==> src/rtl/ram_dma.sv <==
// ram_dma: single-channel memory copy/fill engine.
//
// Drives a synchronous RAM port (one-cycle registered read) while busy.
// Copy mode moves words one at a time through RD -> LAT -> WR.
// Fill mode writes a constant word on every cycle.
//
// Ports
//   clk, rst          clock, asynchronous active-high reset
//   start             one-cycle request, only sampled while idle
//   mode              0 = copy, 1 = fill (latched on start)
//   src_addr          copy source base (latched on start)
//   dst_addr          destination base (latched on start)
//   len               number of words (latched on start)
//   fill_data         fill value (latched on start)
//   abort             terminates an active transfer, no done pulse
//   busy              high while a transfer is in progress
//   done              one-cycle pulse after a completed transfer
//   mem_cs, mem_we    RAM chip select / write enable
//   mem_addr          RAM address
//   mem_wdata         RAM write data
//   mem_rdata         RAM read data, valid the cycle after a read
module ram_dma #(
    parameter int ADDR_WIDTH = 16,
    parameter int DATA_WIDTH = 8,
    parameter int LEN_WIDTH  = 16
) (
    input  logic                  clk,
    input  logic                  rst,
    input  logic                  start,
    input  logic                  mode,
    input  logic [ADDR_WIDTH-1:0] src_addr,
    input  logic [ADDR_WIDTH-1:0] dst_addr,
    input  logic [LEN_WIDTH-1:0]  len,
    input  logic [DATA_WIDTH-1:0] fill_data,
    input  logic                  abort,
    output logic                  busy,
    output logic                  done,
    output logic                  mem_cs,
    output logic                  mem_we,
    output logic [ADDR_WIDTH-1:0] mem_addr,
    output logic [DATA_WIDTH-1:0] mem_wdata,
    input  logic [DATA_WIDTH-1:0] mem_rdata
);

    typedef enum logic [1:0] {IDLE, RD, LAT, WR} state_t;

    state_t                state_q, state_d;
    logic [ADDR_WIDTH-1:0] srcPtr_q, srcPtr_d;
    logic [ADDR_WIDTH-1:0] dstPtr_q, dstPtr_d;
    logic [LEN_WIDTH-1:0]  count_q, count_d;
    logic                  mode_q, mode_d;
    logic [DATA_WIDTH-1:0] fill_q, fill_d;
    logic [DATA_WIDTH-1:0] dataBuf_q, dataBuf_d;
    logic                  done_q, done_d;
    logic                  busy_q, memCs_q, memWe_q;
    logic [ADDR_WIDTH-1:0] memAddr_q, memAddr_d;
    logic [DATA_WIDTH-1:0] memWdata_q, memWdata_d;

    // Next-state and datapath update. Abort wins over every other
    // transition outside IDLE, so the final write never pulses done if
    // abort arrives with it.
    always_comb begin
        state_d   = state_q;
        srcPtr_d  = srcPtr_q;
        dstPtr_d  = dstPtr_q;
        count_d   = count_q;
        mode_d    = mode_q;
        fill_d    = fill_q;
        dataBuf_d = dataBuf_q;
        done_d    = 1'b0;
        case (state_q)
            IDLE: begin
                if (start) begin
                    srcPtr_d = src_addr;
                    dstPtr_d = dst_addr;
                    count_d  = len;
                    mode_d   = mode;
                    fill_d   = fill_data;
                    if (len == '0) begin
                        done_d = 1'b1;
                    end else begin
                        state_d = mode ? WR : RD;
                    end
                end
            end
            RD: begin
                state_d = abort ? IDLE : LAT;
            end
            LAT: begin
                // mem_cs is low here, so the RAM keeps presenting the word
                dataBuf_d = mem_rdata;
                state_d   = abort ? IDLE : WR;
            end
            WR: begin
                if (abort) begin
                    state_d = IDLE;
                end else begin
                    srcPtr_d = srcPtr_q + ADDR_WIDTH'(1);
                    dstPtr_d = dstPtr_q + ADDR_WIDTH'(1);
                    count_d  = count_q - LEN_WIDTH'(1);
                    if (count_q == LEN_WIDTH'(1)) begin
                        state_d = IDLE;
                        done_d  = 1'b1;
                    end else begin
                        state_d = mode_q ? WR : RD;
                    end
                end
            end
            default: begin
                state_d = IDLE;
            end
        endcase
    end

    // Outputs are registered, so they are computed from the state being
    // entered and the pointer values it will see. Address and data hold
    // their last value in states that do not drive the bus.
    always_comb begin
        memAddr_d  = memAddr_q;
        memWdata_d = memWdata_q;
        case (state_d)
            RD: begin
                memAddr_d = srcPtr_d;
            end
            WR: begin
                memAddr_d  = dstPtr_d;
                memWdata_d = mode_d ? fill_d : dataBuf_d;
            end
            default: begin
                memAddr_d = memAddr_q;
            end
        endcase
    end

    always_ff @(posedge clk or posedge rst) begin
        if (rst) begin
            state_q    <= IDLE;
            srcPtr_q   <= '0;
            dstPtr_q   <= '0;
            count_q    <= '0;
            mode_q     <= 1'b0;
            fill_q     <= '0;
            dataBuf_q  <= '0;
            done_q     <= 1'b0;
            busy_q     <= 1'b0;
            memCs_q    <= 1'b0;
            memWe_q    <= 1'b0;
            memAddr_q  <= '0;
            memWdata_q <= '0;
        end else begin
            state_q    <= state_d;
            srcPtr_q   <= srcPtr_d;
            dstPtr_q   <= dstPtr_d;
            count_q    <= count_d;
            mode_q     <= mode_d;
            fill_q     <= fill_d;
            dataBuf_q  <= dataBuf_d;
            done_q     <= done_d;
            busy_q     <= (state_d != IDLE);
            memCs_q    <= (state_d == RD) || (state_d == WR);
            memWe_q    <= (state_d == WR);
            memAddr_q  <= memAddr_d;
            memWdata_q <= memWdata_d;
        end
    end

    assign busy      = busy_q;
    assign done      = done_q;
    assign mem_cs    = memCs_q;
    assign mem_we    = memWe_q;
    assign mem_addr  = memAddr_q;
    assign mem_wdata = memWdata_q;

endmodule

==> config.mk <==
export PLATFORM = sky130hd
export DESIGN_NAME = ram_dma
export DESIGN_NICKNAME = d
export VERILOG_FILES = /design/src/rtl/ram_dma.sv
export SDC_FILE = /design/constraint.sdc
export NUM_CORES = 1
export LEC_CHECK = 0
export CAP_MARGIN = 20
export CELL_PAD_IN_SITES_DETAIL_PLACEMENT = 2
export CELL_PAD_IN_SITES_GLOBAL_PLACEMENT = 2
export CORE_AREA = 2 2 93 184
export CTS_CLUSTER_DIAMETER = 30
export DETAILED_ROUTE_END_ITERATION = 6
export DIE_AREA = 0 0 95 186
export PLACE_DENSITY = 0.86
export SLEW_MARGIN = 10
export SYNTH_ARGS = -nofsm -noshare
export SYNTH_HDL_FRONTEND = slang
export SYNTH_SLANG_ARGS = --single-unit
==> constraint.sdc <==
create_clock -name clk -period 3.2 [get_ports clk]
set_input_delay 0.48 -clock clk [delete_from_list [all_inputs] [get_ports clk]]
set_output_delay 0.48 -clock clk [all_outputs]
set_load 0.01 [all_outputs]
==> images/m4.png <==
Drawn at 3 px/micron. Supply wires on this layer in gray.
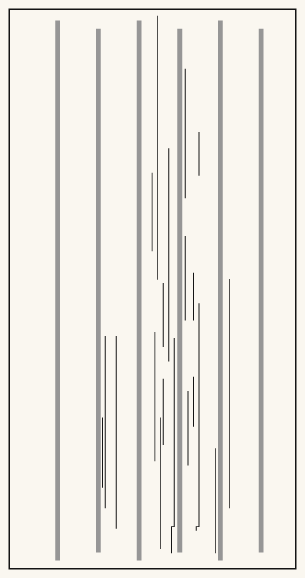
wire length on this layer: 859 microns
main direction: vertical
longest straight run: 87.7 microns

==> Changelog: implementation <==
## Implementation

- Status: complete, no violations
- NetSw: 3.08 mW
- Net Sw Frac: 44.5%
- Static Leakage: 2.91 nW
- Total setup buffers inserted after CTS: 0
- Mux cell area share after synthesis: 10.0%
- Die H: 186 microns
- Count leader, synth: dfrtp_1
- Nonclk buf count: 123
- Comb area share: 38.4%
- Crit path max-delay cell type: nor4_1
- Floorplan utilization: 32.2%
- Antenna viol nets, final: 0
- Initial DRC count: 258
- Setup Slack @ Placement: -38.2 ps
- Max-area cell share: 44.9%
- Kind of end point of the critical path: flop
- RSZ-0062 raised after global routing: no
- VDD IR max: 472 uV
- Clock buffer depth: 2
- Tap cell count: 204
- Final Hold Vio Count: 0
- Floorplan Nets: 614
- Xor/xnor share: 0.167%
- Comb pwr: 3.69 mW
- Dpl hpwl: 14.4 mm
- Critical path type: primary input to flop
- Cell chain of the critical path: clkdlybuf4s50_1, nor4_1, a41oi_1, buf_4, nor3_1, a221oi_4, buf_12, a211oi_1, o31ai_2
- Largest incremental delay on the critical path: 740 ps
- Max-cap violations: 0
- Worst R2R Start: state_q[1]
- Startpoint types: primary input
- DR WL/cell: 23.0 microns
- Final setup fails: 0
- Layout net count: 720
- Dominant logic cell types in the final layout: 96 x clkdlybuf4s50_1, 94 x dfrtp_1, 43 x nand2_1
- Number of synthesized flops with an enable pin: 0
- Reg2reg setup slack: 510 ps
- Post-Synth AOI/OAI Area: 19.8%
- Fa+ha+maj area frac: 1.91%
- Yosys cell count: 537
- Distinct lib cells: 64
==> images/congestion_map.png <==
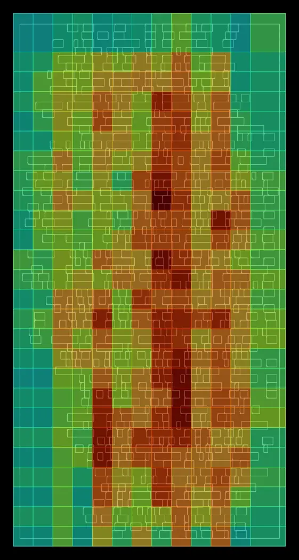
fin util: 42.1%
met3 usage: 3.32%
overall routing resource usage: 23.3%
GRT Max-Usage Layer: met2
met1 usage: 23.8%

Power and IR drop assume default switching activity.
